===== src/rtl/clip_sequencer.sv =====
// ---------------------------------------------------------------------------
// clip_sequencer
//
// Record/playback controller for audio clips held in a shared sample memory.
// Each clip slot owns 2^OFFSET_W consecutive samples at address
// {clip, offset}. One memory request is issued per accepted sample tick, and
// a recorded length is kept per slot. The selected and playing clip numbers
// are driven out as single hex digits for the seven-segment display block.
//
// Optional feature macro: CLIP_LOOP_EN
//   defined   : playback wraps to the start of the clip at end of clip and
//               keeps playing until play_i is pulsed again.
//   undefined : playback returns to IDLE after the final sample of the clip.
//
// Ports:
//   clock_i        system clock
//   reset_i        synchronous, active-low reset
//   sel_next_i     pulse: advance clip selection (IDLE only)
//   record_i       pulse: start/stop recording
//   play_i         pulse: start/stop playback
//   sample_tick_i  sample-rate strobe
//   sample_i       input sample, valid with sample_tick_i
//   mem_req_o      memory request, held until mem_ack_i
//   mem_we_o       1 = write, 0 = read
//   mem_addr_o     request address {clip, offset}
//   mem_wdata_o    write data
//   mem_rdata_i    read data, valid with mem_ack_i
//   mem_ack_i      request complete
//   sample_o       playback sample
//   sample_valid_o one-cycle strobe for sample_o
//   play_clip_o    clip being played, 4'hF = blank
//   record_clip_o  selected/recording clip, 4'hF = blank
//   overrun_o      sticky: a sample tick was dropped
// ---------------------------------------------------------------------------
module clip_sequencer #(
    parameter int NUM_CLIPS = 5,
    parameter int OFFSET_W  = 14,
    parameter int SAMPLE_W  = 8,
    localparam int CLIP_W   = $clog2(NUM_CLIPS),
    localparam int ADDR_W   = CLIP_W + OFFSET_W
) (
    input  logic                clock_i,
    input  logic                reset_i,
    input  logic                sel_next_i,
    input  logic                record_i,
    input  logic                play_i,
    input  logic                sample_tick_i,
    input  logic [SAMPLE_W-1:0] sample_i,
    output logic                mem_req_o,
    output logic                mem_we_o,
    output logic [ADDR_W-1:0]   mem_addr_o,
    output logic [SAMPLE_W-1:0] mem_wdata_o,
    input  logic [SAMPLE_W-1:0] mem_rdata_i,
    input  logic                mem_ack_i,
    output logic [SAMPLE_W-1:0] sample_o,
    output logic                sample_valid_o,
    output logic [3:0]          play_clip_o,
    output logic [3:0]          record_clip_o,
    output logic                overrun_o
);

    typedef enum logic [1:0] {
        ST_IDLE   = 2'd0,
        ST_RECORD = 2'd1,
        ST_PLAY   = 2'd2
    } state_t;

    localparam logic [3:0] DIGIT_BLANK = 4'hF;

    // Zero-extend a clip index to a display digit.
    function automatic logic [3:0] to_digit(input logic [CLIP_W-1:0] clip);
        logic [3:0] digit;
        digit = 4'd0;
        digit[CLIP_W-1:0] = clip;
        return digit;
    endfunction

    state_t                state_r;
    state_t                state_s;
    logic [CLIP_W-1:0]     sel_r;
    logic [CLIP_W-1:0]     sel_s;
    logic [OFFSET_W-1:0]   offset_r;
    logic [OFFSET_W-1:0]   offset_s;
    logic [OFFSET_W:0]     len_r [NUM_CLIPS];
    logic [OFFSET_W:0]     len_s [NUM_CLIPS];
    logic                  stop_pending_r;
    logic                  stop_pending_s;
    logic                  req_r;
    logic                  req_s;
    logic                  we_r;
    logic                  we_s;
    logic [ADDR_W-1:0]     addr_r;
    logic [ADDR_W-1:0]     addr_s;
    logic [SAMPLE_W-1:0]   wdata_r;
    logic [SAMPLE_W-1:0]   wdata_s;
    logic [SAMPLE_W-1:0]   sample_r;
    logic [SAMPLE_W-1:0]   sample_s;
    logic                  valid_r;
    logic                  valid_s;
    logic                  overrun_r;
    logic                  overrun_s;
    logic [3:0]            play_clip_r;
    logic [3:0]            play_clip_s;
    logic [3:0]            record_clip_r;
    logic [3:0]            record_clip_s;

    logic                  ack_s;
    logic                  stop_s;
    logic                  play_ok_s;
    logic                  slot_full_s;
    logic                  clip_end_s;
    logic [OFFSET_W:0]     offset_inc_s;
    logic [OFFSET_W:0]     cur_len_s;

    // An ack only counts while our request is actually outstanding.
    assign ack_s        = req_r & mem_ack_i;
    // The button that started the current activity also stops it.
    assign stop_s       = (state_r == ST_RECORD) ? record_i :
                          ((state_r == ST_PLAY) ? play_i : 1'b0);
    assign cur_len_s    = len_r[sel_r];
    assign play_ok_s    = (cur_len_s != {(OFFSET_W+1){1'b0}});
    assign offset_inc_s = {1'b0, offset_r} + {{OFFSET_W{1'b0}}, 1'b1};
    assign slot_full_s  = (offset_r == {OFFSET_W{1'b1}});
    assign clip_end_s   = (offset_inc_s == cur_len_s);

    // Next-state and next-output computation for the record/play sequencer.
    always_comb begin
        state_s        = state_r;
        sel_s          = sel_r;
        offset_s       = offset_r;
        len_s          = len_r;
        stop_pending_s = stop_pending_r;
        req_s          = req_r;
        we_s           = we_r;
        addr_s         = addr_r;
        wdata_s        = wdata_r;
        sample_s       = sample_r;
        valid_s        = 1'b0;
        overrun_s      = overrun_r;

        case (state_r)
            ST_IDLE: begin
                // Ticks are ignored here, including one that coincides with
                // a start pulse; a start pulse also swallows sel_next_i.
                if (record_i) begin
                    state_s         = ST_RECORD;
                    offset_s        = {OFFSET_W{1'b0}};
                    len_s[sel_r]    = {(OFFSET_W+1){1'b0}};
                end else if (play_i && play_ok_s) begin
                    state_s         = ST_PLAY;
                    offset_s        = {OFFSET_W{1'b0}};
                end else if (sel_next_i) begin
                    if (sel_r == CLIP_W'(NUM_CLIPS - 1)) begin
                        sel_s = {CLIP_W{1'b0}};
                    end else begin
                        sel_s = sel_r + CLIP_W'(1'b1);
                    end
                end else begin
                    sel_s = sel_r;
                end
            end

            ST_RECORD, ST_PLAY: begin
                if (ack_s) begin
                    req_s    = 1'b0;
                    offset_s = offset_inc_s[OFFSET_W-1:0];
                    // The ack cycle still has the request outstanding.
                    if (sample_tick_i) begin
                        overrun_s = 1'b1;
                    end else begin
                        overrun_s = overrun_r;
                    end
                    if (state_r == ST_RECORD) begin
                        len_s[sel_r] = offset_inc_s;
                        if (slot_full_s) begin
                            state_s = ST_IDLE;
                        end else begin
                            state_s = state_r;
                        end
                    end else begin
                        sample_s = mem_rdata_i;
                        valid_s  = 1'b1;
                        if (clip_end_s) begin
`ifdef CLIP_LOOP_EN
                            offset_s = {OFFSET_W{1'b0}};
`else
                            state_s  = ST_IDLE;
`endif
                        end else begin
                            state_s = state_r;
                        end
                    end
                    // A stop waiting on this ack (or arriving with it) wins
                    // after the ack has taken its normal effect.
                    if (stop_pending_r || stop_s) begin
                        state_s = ST_IDLE;
                    end else begin
                        stop_pending_s = stop_pending_r;
                    end
                end else if (stop_s) begin
                    if (req_r) begin
                        stop_pending_s = 1'b1;
                        if (sample_tick_i) begin
                            overrun_s = 1'b1;
                        end else begin
                            overrun_s = overrun_r;
                        end
                    end else begin
                        state_s = ST_IDLE;
                    end
                end else if (sample_tick_i) begin
                    if (req_r) begin
                        overrun_s = 1'b1;
                    end else begin
                        req_s   = 1'b1;
                        we_s    = (state_r == ST_RECORD);
                        addr_s  = {sel_r, offset_r};
                        wdata_s = sample_i;
                    end
                end else begin
                    req_s = req_r;
                end
            end

            default: begin
                state_s = ST_IDLE;
                req_s   = 1'b0;
            end
        endcase

        if (state_s == ST_IDLE) begin
            stop_pending_s = 1'b0;
        end else begin
            stop_pending_s = stop_pending_s;
        end

        if (state_s == ST_PLAY) begin
            play_clip_s   = to_digit(sel_s);
            record_clip_s = DIGIT_BLANK;
        end else begin
            play_clip_s   = DIGIT_BLANK;
            record_clip_s = to_digit(sel_s);
        end
    end

    // State, slot lengths and registered outputs.
    always_ff @(posedge clock_i) begin
        if (!reset_i) begin
            state_r        <= ST_IDLE;
            sel_r          <= {CLIP_W{1'b0}};
            offset_r       <= {OFFSET_W{1'b0}};
            for (int i = 0; i < NUM_CLIPS; i++) begin
                len_r[i] <= {(OFFSET_W+1){1'b0}};
            end
            stop_pending_r <= 1'b0;
            req_r          <= 1'b0;
            we_r           <= 1'b0;
            addr_r         <= {ADDR_W{1'b0}};
            wdata_r        <= {SAMPLE_W{1'b0}};
            sample_r       <= {SAMPLE_W{1'b0}};
            valid_r        <= 1'b0;
            overrun_r      <= 1'b0;
            play_clip_r    <= DIGIT_BLANK;
            record_clip_r  <= 4'd0;
        end else begin
            state_r        <= state_s;
            sel_r          <= sel_s;
            offset_r       <= offset_s;
            len_r          <= len_s;
            stop_pending_r <= stop_pending_s;
            req_r          <= req_s;
            we_r           <= we_s;
            addr_r         <= addr_s;
            wdata_r        <= wdata_s;
            sample_r       <= sample_s;
            valid_r        <= valid_s;
            overrun_r      <= overrun_s;
            play_clip_r    <= play_clip_s;
            record_clip_r  <= record_clip_s;
        end
    end

    assign mem_req_o      = req_r;
    assign mem_we_o       = we_r;
    assign mem_addr_o     = addr_r;
    assign mem_wdata_o    = wdata_r;
    assign sample_o       = sample_r;
    assign sample_valid_o = valid_r;
    assign overrun_o      = overrun_r;
    assign play_clip_o    = play_clip_r;
    assign record_clip_o  = record_clip_r;

endmodule

===== config.mk =====
export PLATFORM = sky130hd
export DESIGN_NAME = clip_sequencer
export DESIGN_NICKNAME = d
export VERILOG_FILES = /design/src/rtl/clip_sequencer.sv
export SDC_FILE = /design/constraint.sdc
export NUM_CORES = 1
export LEC_CHECK = 0
export ABC_AREA = 1
export CAP_MARGIN = 25
export CELL_PAD_IN_SITES_DETAIL_PLACEMENT = 1
export CELL_PAD_IN_SITES_GLOBAL_PLACEMENT = 1
export CORE_MARGIN = 5
export CORE_UTILIZATION = 44
export CTS_CLUSTER_DIAMETER = 40
export CTS_CLUSTER_SIZE = 14
export DETAILED_ROUTE_END_ITERATION = 6
export HOLD_SLACK_MARGIN = 0.1
export PLACE_DENSITY = 0.85
export SLEW_MARGIN = 20
export SYNTH_ARGS = -nofsm -noshare
export SYNTH_HDL_FRONTEND = slang
export SYNTH_SLANG_ARGS = --single-unit

===== constraint.sdc =====
create_clock -name clock_i -period 4.9 [get_ports clock_i]
set_input_delay 0.735 -clock clock_i [delete_from_list [all_inputs] [get_ports clock_i]]
set_output_delay 0.735 -clock clock_i [all_outputs]
set_load 0.01 [all_outputs]

Cell sizes after repair:
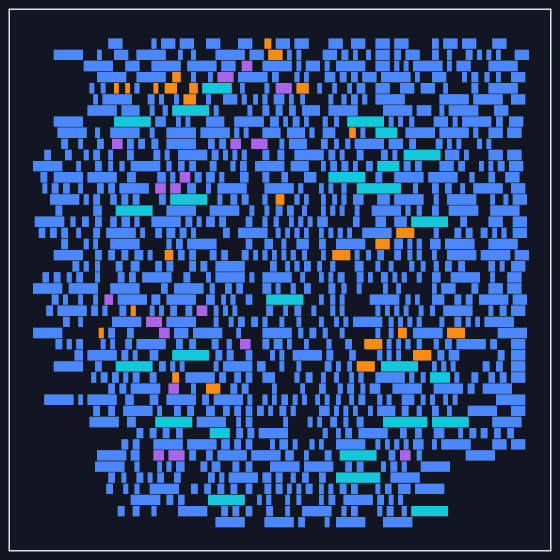
- blue: x1 and smaller (cells 903; share 93%)
- purple: x3 and x4 (cells 18; share 1.9%)
- cyan: x6 and larger (cells 25; share 2.6%)
- orange: x2 (cells 25; share 2.6%)

Gate families picked out:
Bar = 50 um.
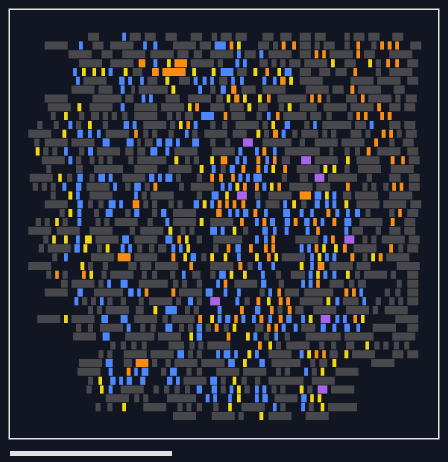
- blue: nand cells (cells 236; most used nand2_1)
- purple: xor and xnor cells (cells 8; most used xor2_1)
- orange: nor cells (cells 124; most used nor2_1)
- yellow: inv cells (cells 103; most used inv_1)

Routing congestion:
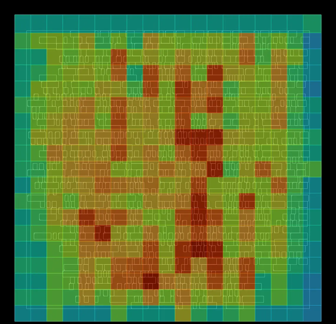
M1 GR Usage: 30.3%
Routed wire per std cell: 17.1 um
met2 layer usage reported by global route: 36.7%

==> ci_impl_report.md <==
## Synthesis and layout report

| Metric | Value |
|---|---|
| Status | complete, no violations |
| Category of the worst setup path capture point | register |
| Fraction of synthesized cell area in xor and xnor cells | under 10% |
| Worst path buffer plus inverter count | 3 |
| Finish-stage setup viols | 0 |
| Vias per inst | approximately 5.4 |
| CP max FO | 19 |
| Max frequency | about 0.31 GHz |
| Final hold slack | roughly 0.45 ns |
| Leading cell types by total area after synthesis | sky130_fd_sc_hd__dfxtp_1, sky130_fd_sc_hd__o21ai_0, sky130_fd_sc_hd__nand2_1 |
| Cells in synth_stat.txt | between 900 and 1000 |
| Full die area | ~17000 um^2 |
| Number of clock sinks | between 100 and 150 |
| Floorplan die height | ~130 um |
| Sequential share of the synthesized area | a little over two fifths |
| HPWL reported at the end of detailed placement | approximately 14000 um |
| Count of fill cells added during filler insertion | 1856 |
| Max Transition Viols Final | 0 |
| Cell at the root of the clock tree | sky130_fd_sc_hd__clkbuf_16 |
| Initial detailed-routing violation count | 434 |
| Cts repair resizes | 0 |
| Tightest slew margin relative to the limit | roughly 36% |
| Area taken by flip-flops and latches | 2800 um^2 |
| Number of hold buffers added after CTS | 0 |
| Dominant combinational family | simple AND/OR/NAND/NOR gates |
| Top cell area share | 42.8% |
| Transition time of the tightest slew-check pin | around 0.96 ns |
| DR DRC count | 0 |
| Final min period | around 3.2 ns |
| Total number of warnings across the stage logs | 33 |
| Synth mux share | 0% |
| Buffers on Ports | ~67 |
| Worst skew pair latency | around 0.44 ns |
| CP max stage delay | ~0.61 ns |
| Maximum number of pins on one net before global-route repair | 107 |
| Commonest cells in the netlist | sky130_fd_sc_hd__nand2_1, sky130_fd_sc_hd__dfxtp_1, sky130_fd_sc_hd__o21ai_0 |
| Hold Fails Final Rpt | 0 |
| Delay-heaviest family, CP | simple AND/OR/NAND/NOR gates |
| Core Area | roughly 15000 um^2 |
| Data required, critical path | roughly 5.3 ns |
| Most frequently used cell type in the post-synthesis netlist | sky130_fd_sc_hd__nand2_1 |
| Gr usage total | approximately 23% |
| Clock-pin slew of the registers on the worst-case setup and hold paths | 0.06 ns |
| Final cell count without fillers | about 1200 |
| Via count of the first global-routing pass | 6227 |
| Warning count from the yosys run | 0 |
| Count of placed standard cells including taps | between 1000 and 1500 |
| Diode insertion count for antenna repair | 0 |
| Critical path startpoint category | register |
| TritonCTS clock tree | done |
| Post-synth area from yosys stat | approximately 6500 um^2 |
| Mean cell area of the mapped netlist | roughly 7.2 um^2 |
| H-tree levels | 4 |
| Global-route wire length before repair | roughly 33000 um |
| Core Util at FP | 44.9% |
| Distinct cell type count of the synthesized netlist | 38 |
| RSZ-0062 raised after global routing | false |
| Leftover overflow at the end of global routing | 0 |
| Syn-to-layout area delta | 19.7% |
| Peak supply drop | about 0.25 mV |
| Crit share post-route | 65.6% |
| LEAKAGE | approximately 3.3 nW |
| Number of search-and-repair iterations in the first detailed-routing pass | 5 |
| Final Util | between 50 and 60% |
| Max stage delay cell, worst path | sky130_fd_sc_hd__nor2_1 |
| Post-Synth Simple-Gate Area | around a quarter |
| Number of cell rows | between 40 and 50 |
| Share of post-route cells with drive strength above 1 | roughly 7% |
| Path type of the worst min-delay path | reg -> reg |
| Die width | between 100 and 150 um |
| Count of library flops with an enable pin | 0 |
| Net count after synthesis | ~950 |
| Max-cap check violation count | 0 |
| Power density of the placed cells | 438 nW/um^2 |
| Final RePlAce weighted congestion | 0.852 |
| Synthesized registers | between 100 and 150 |
| Final setup TNS | 0 ns |
| Post-CTS Setup Repair Bufs | 0 |
| Gate count after technology mapping | between 900 and 1000 |
| Type of the worst setup path | reg -> reg |
| Cells along the critical path | inv_1 -> ha_1 -> inv_1 -> a21oi_1 -> nand2_1 -> nor2_1 -> buf_4 -> o21ai_0 -> a21oi_1 |
| Post-synthesis cell type with the largest combined area | sky130_fd_sc_hd__dfxtp_1 |
| Number of nets with antenna violations after routing | 0 |
| Final routed wirelength across all metal layers | just under 20000 um |
| Setup clock skew after layout | 0.0208 ns |
| I/O pin total | 68 |
| Data arrival time of the critical path | ~3.6 ns |
| Number of nets in the layout | ~1000 |
| Multi-input gate area | slightly above 3000 um^2 |
| Dominant Register Cell | sky130_fd_sc_hd__dfxtp_1 |
| Share of flip-flops with an asynchronous set or reset | 0% |
| Adder and majority cell fraction of the synthesized area | roughly 1.5% |
| CTS Buffer Depth | 2 |
| Number of buffers created by CTS | 17 |
| Combined area of all synthesized cells | 6550 um^2 |
| Post-synthesis compound-gate area fraction | 19.9% |
| Initial antenna violation count | 0 |
| Via count of the routed design | 6208 |
-- worst reg2reg max path, delay by kind of cell, from the launching register on --
| family | cells | cell delay (ns) |
|---|---|---|
| compound gates | 3 | 0.66 |
| buf+inv | 3 | 0.79 |
| flops | 1 | 0.42 |
| fa+ha+maj | 1 | 0.46 |
| simple gates | 2 | 0.82 |
-- placed cells by master, fill, tap and decap left out, drive strengths merged --
cell / instances
ha: 8
a31oi: 1
clkbuf: 23
clkdlybuf4s50: 66
nand2: 156
or2: 2
nand3: 47
nand3b: 1
bufinv: 3
buf: 13
a2111oi: 1
nor2: 118
nand4: 32
clkinv: 2
a211oi: 13
o211a: 1
dfxtp: 140
nor3: 6
a21o: 1
inv: 103
a21oi: 99
clkinvlp: 2
o21a: 1
o21ai: 122
xnor2: 1
xor2: 7
o211ai: 1
o21bai: 1
-- registers in the layout, indices dropped and copies added (netlist names) --
register	cells
len_r	75
mem_addr_o	17
mem_req_o	1
mem_wdata_o	8
mem_we_o	1
offset_r	14
overrun_o	1
play_clip_o	4
record_clip_o	4
sample_o	8
sample_valid_o	1
sel_r	3
state_r	2
stop_pending_r	1
-- per-stage QoR --
stage | worst slack [ns] | power (mW) | instance area, um^2
final | 1.68 | 3.43 | 7840
after global routing | 1.43 | 3.61 | 7840
after CTS | 1.69 | 3.46 | 7830
after detailed placement | 1.68 | 2.15 | 7240
after global placement | 1.75 | 2.12 | 7230
after floorplan | 2.75 | 1.88 | 6550
-- routing by layer --
metal,track usage (%),share of wire (%),up-vias
li1,-,-,3089
met1,30.3,47,2990
met4,8.91,1.8,0
met5,0,0,-
met3,4.24,3.9,27
met2,36.7,47,102
-- final cells by class --
type	count	area share, %
multi-input cells	619	39.1
flip-flops and latches	140	35.7
repair buffers	79	9.83
clock buffers	23	5.97
inverters	103	4.96
well taps	184	2.94
clock inverters	7	1.47
-- power breakdown --
group          switching [mW]  leakage (nW)  internal [mW]
registers              0.0741          1.14           1.25
logic                   0.538          1.89          0.279
clock network           0.476         0.279          0.819
-- cell families after synthesis --
| kind of cell | Yosys count |
|---|---|
| and+or+nand+nor | 362 |
| AOI/OAI and AO/OA | 241 |
| buffers and inverters | 155 |
| DFF | 140 |
| xor gates and xnor gates | 8 |
| adders and majority gates | 8 |
-- final timing paths --
path               from         to  slack, ns  depth (start not counted)
min           len_r[48]  len_r[48]       0.45                          2
max          state_r[0]  len_r[40]       1.68                          9
max reg2reg  state_r[0]  len_r[40]       1.68                          9
min reg2reg   len_r[48]  len_r[48]       0.45                          2
Power is estimated from default activity; no workload was simulated.
